### config.mk
export PLATFORM = sky130hd
export DESIGN_NAME = interleaver_ctrl
export DESIGN_NICKNAME = d
export VERILOG_FILES = /design/src/rtl/interleaver_pkg.sv /design/src/rtl/bank_counter.sv /design/src/rtl/interleaver_ctrl.sv
export SDC_FILE = /design/constraint.sdc
export NUM_CORES = 1
export LEC_CHECK = 0
export ABC_AREA = 0
export CAP_MARGIN = 30
export CELL_PAD_IN_SITES_DETAIL_PLACEMENT = 1
export CELL_PAD_IN_SITES_GLOBAL_PLACEMENT = 2
export CORE_MARGIN = 2
export CORE_UTILIZATION = 32
export CTS_CLUSTER_SIZE = 16
export DETAILED_ROUTE_END_ITERATION = 16
export GPL_ROUTABILITY_DRIVEN = 1
export PLACE_DENSITY_LB_ADDON = 0.3
export SLEW_MARGIN = 0
export SYNTH_ARGS = -nofsm -noshare
export SYNTH_HDL_FRONTEND = slang
export SYNTH_SLANG_ARGS = --single-unit
### constraint.sdc
create_clock -name clk -period 4.3 [get_ports clk]
set_input_delay 1.075 -clock clk [delete_from_list [all_inputs] [get_ports clk]]
set_output_delay 1.075 -clock clk [all_outputs]
set_load 0.01 [all_outputs]
### src/rtl/interleaver_pkg.sv
// Shared types and helpers for the turbo-interleaver ping-pong controller.
//   BANKS      : number of bit-RAM banks (ping-pong pair)
//   wr_state_e : fill-side FSM states
//   rd_state_e : drain-side FSM states
//   clog2      : ceil(log2(value)), used for elaboration-time parameter checks
package interleaver_pkg;

  localparam int unsigned BANKS = 2;

  typedef enum logic [1:0] {
    WIdle,
    WFill,
    WDrop
  } wr_state_e;

  typedef enum logic {
    RIdle,
    RDrain
  } rd_state_e;

  function automatic int unsigned clog2(input int unsigned value);
    int unsigned width;
    width = 0;
    for (int unsigned i = 0; i < 32; i++) begin
      if ((64'd1 << i) < 64'(value)) width = i + 1;
    end
    return width;
  endfunction

endpackage

### src/rtl/bank_counter.sv
// Address counter for one side (fill or drain) of the ping-pong banks.
//   clk, reset : clock, asynchronous active-high reset
//   en         : count up by one
//   clr        : synchronous clear; with en also set, the counter restarts at 1
//                (the cleared position is consumed in the same cycle)
//   term       : terminal value to compare against
//   count      : current count
//   at_term    : count == term
module bank_counter #(
  parameter int unsigned W = 14
) (
  input  logic         clk,
  input  logic         reset,
  input  logic         en,
  input  logic         clr,
  input  logic [W-1:0] term,
  output logic [W-1:0] count,
  output logic         at_term
);

  logic [W-1:0] count_q, count_d;

  always_comb begin
    count_d = clr ? '0 : count_q;
    if (en) count_d = count_d + W'(1);
  end

  always_ff @(posedge clk or posedge reset) begin
    if (reset) count_q <= '0;
    else       count_q <= count_d;
  end

  assign count   = count_q;
  assign at_term = (count_q == term);

endmodule

### src/rtl/interleaver_ctrl.sv
// Ping-pong controller for the turbo-interleaver bit RAMs: one bank fills from the
// CRC stage while the other drains to the permutation stage.
//   clk, reset          : clock, asynchronous active-high reset
//   in_start/valid/end  : input bit framing; in_ready back-pressures the source
//   wr_addr, ram_we     : fill address and one-hot bank write enable (same cycle as bit)
//   rd_addr, rd_bank    : linear drain index and bank; rd_en strobes the RAMs
//   out_ready           : early ready from downstream (gates rd_en)
//   out_valid, out_last : RAM data valid / last bit, one cycle after rd_en
//   blk_len             : length of the block being drained
//   done, err_len       : end-of-block pulse, bad-length pulse
module interleaver_ctrl
  import interleaver_pkg::*;
#(
  parameter int unsigned ADDR_W  = 13,
  parameter int unsigned MAX_LEN = 6144,
  parameter int unsigned MIN_LEN = 40
) (
  input  logic              clk,
  input  logic              reset,
  input  logic              in_start,
  input  logic              in_valid,
  input  logic              in_end,
  output logic              in_ready,
  output logic [ADDR_W-1:0] wr_addr,
  output logic [1:0]        ram_we,
  output logic [ADDR_W-1:0] rd_addr,
  output logic              rd_bank,
  output logic              rd_en,
  input  logic              out_ready,
  output logic              out_valid,
  output logic              out_last,
  output logic [ADDR_W:0]   blk_len,
  output logic              done,
  output logic              err_len
);

  // One extra bit so MAX_LEN == 2**ADDR_W is representable.
  localparam int unsigned CW = ADDR_W + 1;

  if (clog2(MAX_LEN) > ADDR_W || MIN_LEN < 1 || MIN_LEN > MAX_LEN) begin : g_bad_params
    $error("interleaver_ctrl: illegal ADDR_W/MAX_LEN/MIN_LEN combination");
  end

  wr_state_e wr_state_q, wr_state_d;
  rd_state_e rd_state_q, rd_state_d;

  logic [BANKS-1:0]         full_q, full_d;
  logic [BANKS-1:0][CW-1:0] len_q, len_d;
  logic                     wr_bank_q, wr_bank_d;
  logic                     rd_bank_q, rd_bank_d;
  logic [CW-1:0]            blk_len_q, blk_len_d;
  logic                     out_valid_q, out_last_q, done_q;

  // Fill-side signals
  logic          accept, blk_start, in_blk, overlong, short_blk, wr_close;
  logic          wr_cnt_en, wr_cnt_clr, wr_at_term;
  logic [CW-1:0] wr_count, base, end_len, close_len;

  // Drain-side signals
  logic          rd_cnt_en, rd_cnt_clr, rd_at_term, rd_release, rd_last;
  logic [CW-1:0] rd_count;
  logic          unused_rd_msb;

  bank_counter #(
    .W (CW)
  ) u_wr_counter (
    .clk     (clk),
    .reset   (reset),
    .en      (wr_cnt_en),
    .clr     (wr_cnt_clr),
    .term    (CW'(MAX_LEN - 1)),
    .count   (wr_count),
    .at_term (wr_at_term)
  );

  bank_counter #(
    .W (CW)
  ) u_rd_counter (
    .clk     (clk),
    .reset   (reset),
    .en      (rd_cnt_en),
    .clr     (rd_cnt_clr),
    .term    (blk_len_q - CW'(1)),
    .count   (rd_count),
    .at_term (rd_at_term)
  );

  // ---------------------------------------------------------------------------
  // Fill side
  // ---------------------------------------------------------------------------
  assign in_ready = (wr_state_q != WIdle) | ~full_q[wr_bank_q];
  assign accept   = in_valid & in_ready;

  // A start outside W_DROP always (re)opens a block at address 0.
  assign blk_start = accept & in_start & (wr_state_q != WDrop);
  assign in_blk    = blk_start | (accept & (wr_state_q == WFill));
  assign base      = blk_start ? '0 : wr_count;
  assign end_len   = base + CW'(1);

  // The bit at MAX_LEN-1 without in_end means the block cannot end legally.
  assign overlong  = in_blk & ~in_end & (blk_start ? (MAX_LEN == 1) : wr_at_term);
  assign short_blk = in_blk & in_end & (end_len < CW'(MIN_LEN));
  assign wr_close  = (in_blk & in_end & ~short_blk) | overlong;
  assign close_len = overlong ? CW'(MAX_LEN) : end_len;

  assign wr_addr = base[ADDR_W-1:0];
  assign err_len = (blk_start & (wr_state_q == WFill)) | short_blk | overlong;

  always_comb begin
    ram_we = '0;
    if (in_blk) ram_we[wr_bank_q] = 1'b1;
  end

  always_comb begin
    wr_state_d = wr_state_q;
    wr_bank_d  = wr_bank_q;
    wr_cnt_en  = 1'b0;
    wr_cnt_clr = 1'b0;
    if (in_blk) begin
      if (in_end) begin
        wr_state_d = WIdle;
        wr_cnt_clr = 1'b1;
        if (!short_blk) wr_bank_d = ~wr_bank_q;
      end else if (overlong) begin
        wr_state_d = WDrop;
        wr_cnt_clr = 1'b1;
        wr_bank_d  = ~wr_bank_q;
      end else begin
        wr_state_d = WFill;
        wr_cnt_clr = blk_start;
        wr_cnt_en  = 1'b1;
      end
    end else if (wr_state_q == WDrop && accept && in_end) begin
      wr_state_d = WIdle;
    end
  end

  // ---------------------------------------------------------------------------
  // Drain side
  // ---------------------------------------------------------------------------
  always_comb begin
    rd_state_d = rd_state_q;
    rd_bank_d  = rd_bank_q;
    blk_len_d  = blk_len_q;
    rd_cnt_en  = 1'b0;
    rd_cnt_clr = 1'b0;
    rd_en      = 1'b0;
    rd_release = 1'b0;
    unique case (rd_state_q)
      RIdle: begin
        if (full_q[rd_bank_q]) begin
          rd_state_d = RDrain;
          blk_len_d  = len_q[rd_bank_q];
          rd_cnt_clr = 1'b1;
        end
      end
      RDrain: begin
        rd_en = out_ready;
        if (out_ready) begin
          if (rd_at_term) begin
            rd_release = 1'b1;
            rd_bank_d  = ~rd_bank_q;
            rd_state_d = RIdle;
            rd_cnt_clr = 1'b1;
          end else begin
            rd_cnt_en = 1'b1;
          end
        end
      end
      default: rd_state_d = RIdle;
    endcase
  end

  assign rd_last       = rd_en & rd_at_term;
  assign rd_addr       = rd_count[ADDR_W-1:0];
  assign unused_rd_msb = rd_count[CW-1];

  // Close and release always target different banks, so both may apply at once.
  always_comb begin
    full_d = full_q;
    len_d  = len_q;
    if (wr_close) begin
      full_d[wr_bank_q] = 1'b1;
      len_d[wr_bank_q]  = close_len;
    end
    if (rd_release) full_d[rd_bank_q] = 1'b0;
  end

  always_ff @(posedge clk or posedge reset) begin
    if (reset) begin
      wr_state_q  <= WIdle;
      rd_state_q  <= RIdle;
      full_q      <= '0;
      len_q       <= '0;
      wr_bank_q   <= 1'b0;
      rd_bank_q   <= 1'b0;
      blk_len_q   <= '0;
      out_valid_q <= 1'b0;
      out_last_q  <= 1'b0;
      done_q      <= 1'b0;
    end else begin
      wr_state_q  <= wr_state_d;
      rd_state_q  <= rd_state_d;
      full_q      <= full_d;
      len_q       <= len_d;
      wr_bank_q   <= wr_bank_d;
      rd_bank_q   <= rd_bank_d;
      blk_len_q   <= blk_len_d;
      out_valid_q <= rd_en;
      out_last_q  <= rd_last;
      done_q      <= rd_last;
    end
  end

  assign rd_bank   = rd_bank_q;
  assign out_valid = out_valid_q;
  assign out_last  = out_last_q;
  assign done      = done_q;
  assign blk_len   = blk_len_q;

endmodule

Fig. 1: run 1, metal 4
The bar under the picture is 50 um long.
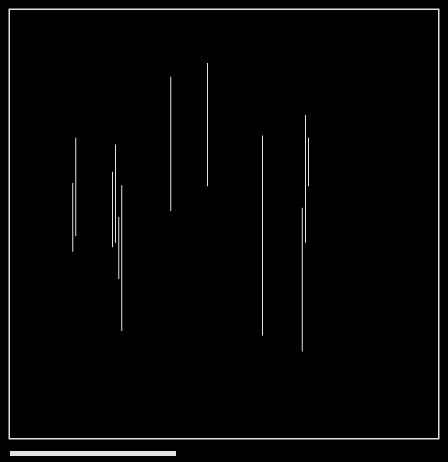
share of all routed wire	2.7%
main direction	vertical
wire length on this layer	395 um
longest straight run	59.8 um
nets with wire on the layer	11
wire length reported by the detailed router: 14700 um
total vias in the final route: 4253

Fig. 2: run 1, routing congestion map
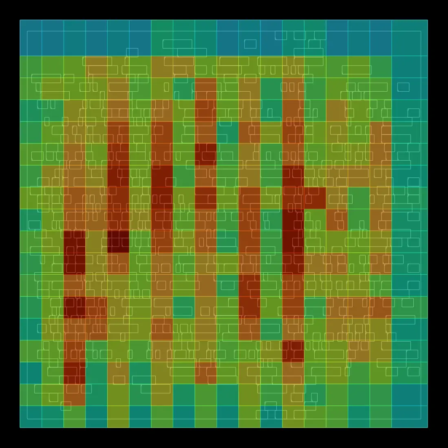
global-route layer with the greatest usage: met2
total track usage: 19.2%
met3 capacity usage during global routing: 3.45%
GR Util met1: 22.7%
Final Util: 40.5%

Fig. 3: run 1, the metal 2 layer
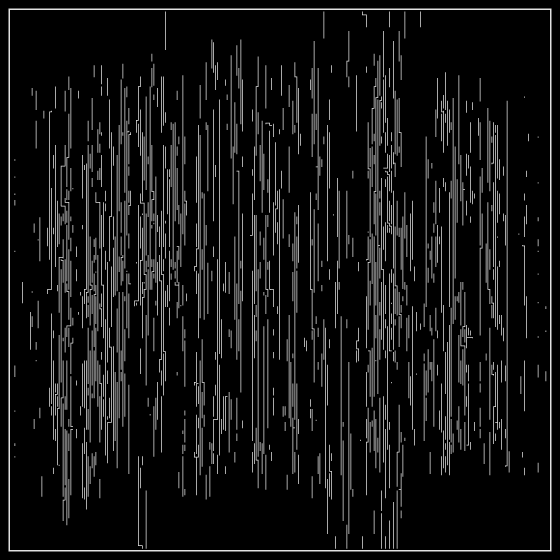
nets with wire on the layer	546
main direction	vertical

Fig. 4: run 1, met1 routing
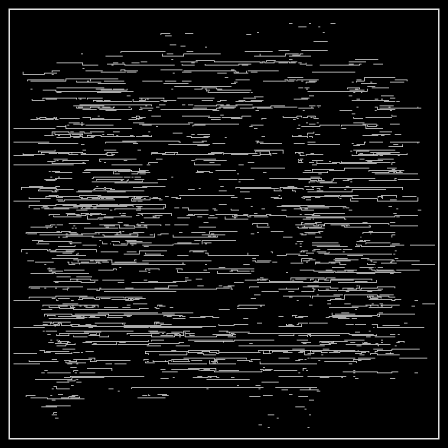
main direction	horizontal
nets with wire on the layer	558
wire length on this layer	6290 um

==> summary.rpt, run 1 <==
====================================================================================
Worst path most repeated cell                                           sky130_fd_sc_hd__nor2_2
CTS Buf Count                                                                      9
Routed length per placed instance                                            18.5 um
Non-CTS buffers                                                                   98
Crit path required time                                                      3.22 ns
I/O pin count                                                                     55
TritonCTS clock tree                                                            done
Slowest-stage cell, CP                                                  sky130_fd_sc_hd__or4b_4
Dpl cells                                                                        778
Fin crit period                                                              4.16 ns
Die Y                                                                         129 um
Clock net power                                                             0.720 mW
OpenROAD warnings                                                                 26
Clock sink count                                                                  79
Uppermost layer routed                                                          met4
Routed Antenna Nets                                                                0
Combinational cell area excluding buffers and inverters                 0.00274 mm^2
Number of vias per cell after detailed routing                                  5.34
Distinct cell type count after synthesis                                          71
Final cell count without fillers                                                 796
Area-dominant cell class after layout                                    logic gates
Kind of start point of the critical path                                primary input
Flip-flop and latch count after synthesis                                         79
Setup repair after global routing missed its margin                               no
Flip-flops                                                                        79
Adder Share, Synth                                                             1.01%
AND-OR/OR-AND share of the synthesized area                                    14.8%
Kind of capture point of the worst setup path                            output port
Cell with the most instances after synthesis                            sky130_fd_sc_hd__dfrtp_1
Mean Syn Cell Area                                                         9.29 um^2
Area of the chip                                                         0.0165 mm^2
Register bank with the most flops                                              len_q
Die x size                                                                    129 um
Combinational Power                                                         0.131 mW
Final Hold Vio Count                                                               0
Count of buffers inserted at the top-level ports                                  54
Number of design rule violations left after detail routing                         0
Maximum operating frequency                                                0.240 GHz
Total routed wire length on the met1 layer                                   6290 um
Post-route setup TNS                                                            0 ns
Met3 Wirelength                                                               453 um
Most frequent cells after synthesis                                     sky130_fd_sc_hd__dfrtp_1, sky130_fd_sc_hd__nand2_1, sky130_fd_sc_hd__nor2_1
DP Area                                                                 0.00584 mm^2
Dominant register cell in the synthesized netlist                       sky130_fd_sc_hd__dfrtp_1
Slack of the worst reg-to-reg path                                           0.53 ns
Number of enable-type register cells in the synthesized netlist                    0
Hold wc startpoint                                                         len_q[21]
Initial core utilization                                                       32.7%
Worst hold stages                                                                  1
Largest area contributor in the netlist                                 sky130_fd_sc_hd__dfrtp_1
Well-Tap Cells                                                                   188
Yosys xor share                                                                6.52%
Commonest non-fill, non-tap cell in the layout                          sky130_fd_sc_hd__dfrtp_1
YS warnings                                                                        0
Post-cts resize count                                                             15
Clock buffer count in the final layout                                            10
Fraction of area in clock buffers and inverters                                4.47%
Status                                                                  complete, no violations
Peak supply drop                                                          0.000174 V
Number of flip-flops under the largest register name                              28
Share of the yosys chip area belonging to registers                            39.8%
Clock tree skew after final layout                                        0.00861 ns
Top area cell types                                                     sky130_fd_sc_hd__dfrtp_1, sky130_fd_sc_hd__mux2i_1, sky130_fd_sc_hd__nand2_1
Clock insertion delay at the later pin of the skew report                    0.35 ns
CTS clk-pin slew, worst paths                                                0.06 ns
Yosys-reported design area after synthesis                              0.00497 mm^2
CP startpoint                                                               in_start
Power density cells                                                      261 mW/mm^2
Pre-CTS setup slack                                                        -0.924 ns
Met2 track utilization from global routing                                     34.7%
Family with the most delay on the worst path                            simple AND/OR/NAND/NOR gates
Area of the placeable core                                               0.0152 mm^2
Async S/R FF share, synth                                                       100%
Critical path type                                                      primary input to output port
Post-layout worst setup margin                                              0.137 ns
Number of max-capacitance violations reported                                      0
Data arrival time at the worst-slack endpoint                                3.09 ns
Remaining Overflow, GRT                                                            0
Final non-clock buffer share                                                   14.1%
Setup bufs post-CTS                                                                2
Clock Tree Root                                                         sky130_fd_sc_hd__clkbuf_16
Highest-power group                                                     sequential cells
Proportion of power drawn by combinational gates                                8.2%
Max stage delay on crit path                                                 0.50 ns
Floorplan net count                                                              545
Via count of the first global-routing pass                                      4625
Portion of total power attributed to sequential cells                          47.1%
Post-route cell area                                                    0.00616 mm^2
Leak Pwr                                                                     2.59 nW
Switching component of the power                                            0.411 mW
Met2 wire length                                                             7560 um
# setup viols final                                                                0
Post-layout power                                                            1.61 mW
Share of post-route cells with drive strength above 1                          17.4%
Most frequently placed logic cells in the final layout                  sky130_fd_sc_hd__dfrtp_1, sky130_fd_sc_hd__nand2_1, sky130_fd_sc_hd__clkdlybuf4s50_1
Worst hold path endpoint                                                   len_q[21]
Number of pins exceeding their max-slew limit in the final report                  0
Final hold slack                                                            0.485 ns
Seq area share                                                                 32.1%
Period utilization                                                             96.8%
Num rows                                                                          45
Net switching fraction of the power                                            25.6%
Number of H-tree levels                                                            3
Weighted congestion at the end of routability-driven global placement          0.862
Syn-to-layout area delta                                                       24.0%
Post-CTS Hold Fix Bufs                                                             0
Mux share                                                                      9.06%
Synthesized netlist cell count                                                   535
Startpoint of the worst-slack reg-to-reg timing path                      blk_len[1]
Pin slew with the least headroom to its limit                               0.825 ns
Dpl hpwl                                                                    11100 um
Logic depth of the worst setup path including buffers                             13
Seq pwr                                                                     0.757 mW
Share of the final layout cell area in multi-input gates                       44.4%
Share of Yosys cell area claimed by the top area cell type                     39.8%
Number of antenna repair diodes                                                    0
Share of synthesized cell area in and, or, nand and nor gates                  22.5%
Length in cells of the worst reg-to-reg path                                      14
Internal cell power                                                          1.20 mW
Yosys Instances                                                                  535
Dominant non-sequential cell family after synthesis                     simple AND/OR/NAND/NOR gates
Buf/Inv on CP                                                                      3
Count of filler cells inserted in the layout                                    1778
Class of the worst hold path                                            flip-flop to flip-flop
====================================================================================
==> run 2: changes to the inputs <==
- ABC_AREA: 0 -> unset
Fig. 5: run 2, met3 routing
The bar under the picture is 50 um long.
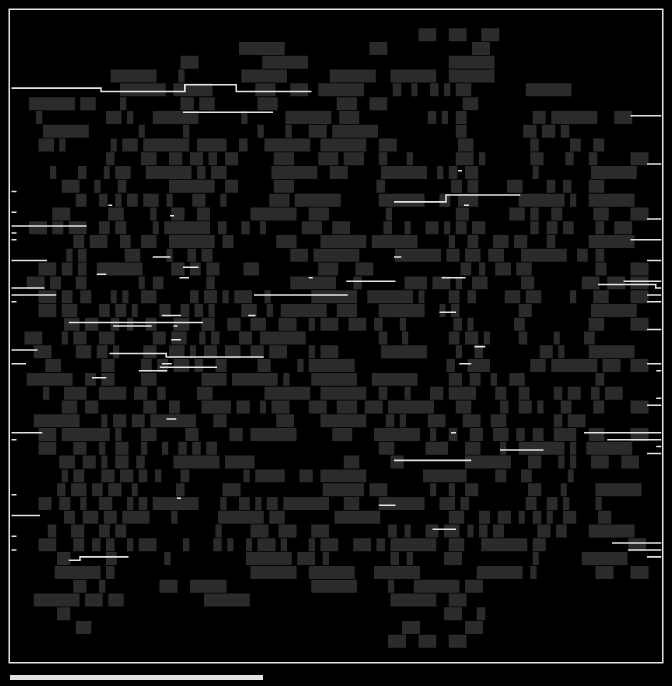
longest straight run	26.2 um
share of all routed wire	3.1%
main direction	horizontal

==> summary.rpt, run 2 <==
====================================================================================
Status                                                                  complete, no violations
Dominant non-sequential cell family after synthesis                     simple AND/OR/NAND/NOR gates
Critical path type                                                      primary input to output port
Die x size                                                                    129 um
Worst hold stages                                                                  1
Clock tree skew after final layout                                        0.00861 ns
Peak supply drop                                                          0.000174 V
Total vias in the final route                                                   4253
Largest area contributor in the netlist                                 sky130_fd_sc_hd__dfrtp_1
Worst hold path endpoint                                                   len_q[21]
Distinct cell type count after synthesis                                          71
Count of filler cells inserted in the layout                                    1778
Logic depth of the worst setup path including buffers                             13
Flip-flop and latch count after synthesis                                         79
Commonest non-fill, non-tap cell in the layout                          sky130_fd_sc_hd__dfrtp_1
Maximum operating frequency                                                0.240 GHz
Share of the final layout cell area in multi-input gates                       44.4%
Met3 Wirelength                                                               453 um
Seq pwr                                                                     0.757 mW
Well-Tap Cells                                                                   188
Fin crit period                                                              4.16 ns
Fraction of area in clock buffers and inverters                                4.47%
Global-route layer with the greatest usage                                      met2
Kind of start point of the critical path                                primary input
Met2 wire length                                                             7560 um
Clock Tree Root                                                         sky130_fd_sc_hd__clkbuf_16
Yosys Instances                                                                  535
Adder Share, Synth                                                             1.01%
CP startpoint                                                               in_start
Post-cts resize count                                                             15
OpenROAD warnings                                                                 26
Total track usage                                                              19.2%
Dominant register cell in the synthesized netlist                       sky130_fd_sc_hd__dfrtp_1
Portion of total power attributed to sequential cells                          47.1%
Weighted congestion at the end of routability-driven global placement          0.862
Post-layout power                                                            1.61 mW
# setup viols final                                                                0
Synthesized netlist cell count                                                   535
Number of vias per cell after detailed routing                                  5.34
DP Area                                                                 0.00584 mm^2
Async S/R FF share, synth                                                       100%
Remaining Overflow, GRT                                                            0
Data arrival time at the worst-slack endpoint                                3.09 ns
CTS Buf Count                                                                      9
Switching component of the power                                            0.411 mW
Hold wc startpoint                                                         len_q[21]
Proportion of power drawn by combinational gates                                8.2%
Top area cell types                                                     sky130_fd_sc_hd__dfrtp_1, sky130_fd_sc_hd__mux2i_1, sky130_fd_sc_hd__nand2_1
Clock buffer count in the final layout                                            10
Final Hold Vio Count                                                               0
Die Y                                                                         129 um
Routed length per placed instance                                            18.5 um
Share of Yosys cell area claimed by the top area cell type                     39.8%
Share of post-route cells with drive strength above 1                          17.4%
Non-CTS buffers                                                                   98
Setup bufs post-CTS                                                                2
Via count of the first global-routing pass                                      4625
Clock insertion delay at the later pin of the skew report                    0.35 ns
Highest-power group                                                     sequential cells
Final hold slack                                                            0.485 ns
Most frequent cells after synthesis                                     sky130_fd_sc_hd__dfrtp_1, sky130_fd_sc_hd__nand2_1, sky130_fd_sc_hd__nor2_1
Num rows                                                                          45
Period utilization                                                             96.8%
Floorplan net count                                                              545
Max stage delay on crit path                                                 0.50 ns
Number of H-tree levels                                                            3
Number of enable-type register cells in the synthesized netlist                    0
Post-route cell area                                                    0.00616 mm^2
Dpl hpwl                                                                    11100 um
Pin slew with the least headroom to its limit                               0.825 ns
Clock net power                                                             0.720 mW
Clock sink count                                                                  79
Power density cells                                                      261 mW/mm^2
CTS clk-pin slew, worst paths                                                0.06 ns
Slowest-stage cell, CP                                                  sky130_fd_sc_hd__or4b_4
Leak Pwr                                                                     2.59 nW
Dpl cells                                                                        778
Syn-to-layout area delta                                                       24.0%
Area-dominant cell class after layout                                    logic gates
Post-CTS Hold Fix Bufs                                                             0
Area of the chip                                                         0.0165 mm^2
Kind of capture point of the worst setup path                            output port
Crit path required time                                                      3.22 ns
Area of the placeable core                                               0.0152 mm^2
Pre-CTS setup slack                                                        -0.924 ns
Combinational Power                                                         0.131 mW
Number of flip-flops under the largest register name                              28
Class of the worst hold path                                            flip-flop to flip-flop
AND-OR/OR-AND share of the synthesized area                                    14.8%
YS warnings                                                                        0
Combinational cell area excluding buffers and inverters                 0.00274 mm^2
GR Util met1                                                                   22.7%
Total routed wire length on the met1 layer                                   6290 um
Final cell count without fillers                                                 796
Final non-clock buffer share                                                   14.1%
Initial core utilization                                                       32.7%
Uppermost layer routed                                                          met4
Post-layout worst setup margin                                              0.137 ns
Most frequently placed logic cells in the final layout                  sky130_fd_sc_hd__dfrtp_1, sky130_fd_sc_hd__nand2_1, sky130_fd_sc_hd__clkdlybuf4s50_1
Met3 capacity usage during global routing                                      3.45%
Family with the most delay on the worst path                            simple AND/OR/NAND/NOR gates
Share of synthesized cell area in and, or, nand and nor gates                  22.5%
Seq area share                                                                 32.1%
TritonCTS clock tree                                                            done
Count of buffers inserted at the top-level ports                                  54
Mean Syn Cell Area                                                         9.29 um^2
Register bank with the most flops                                              len_q
Cell with the most instances after synthesis                            sky130_fd_sc_hd__dfrtp_1
Internal cell power                                                          1.20 mW
Post-route setup TNS                                                            0 ns
I/O pin count                                                                     55
Final Util                                                                     40.5%
Number of pins exceeding their max-slew limit in the final report                  0
Startpoint of the worst-slack reg-to-reg timing path                      blk_len[1]
Slack of the worst reg-to-reg path                                           0.53 ns
Flip-flops                                                                        79
Pin count of the biggest net entering global routing                              45
====================================================================================
Fig. 6: run 2, the metal 2 layer
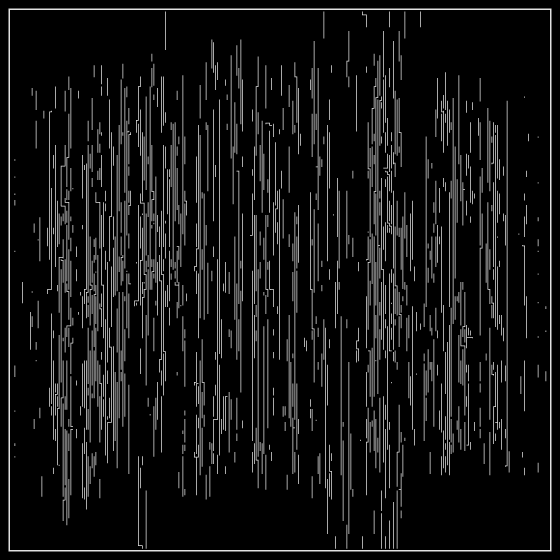
longest straight run	86.9 um
share of all routed wire	51%
nets with wire on the layer	546
wire length on this layer	7560 um
met2 track utilization from global routing: 34.7%

No activity file was given, so power comes from the tool's default toggle rates.
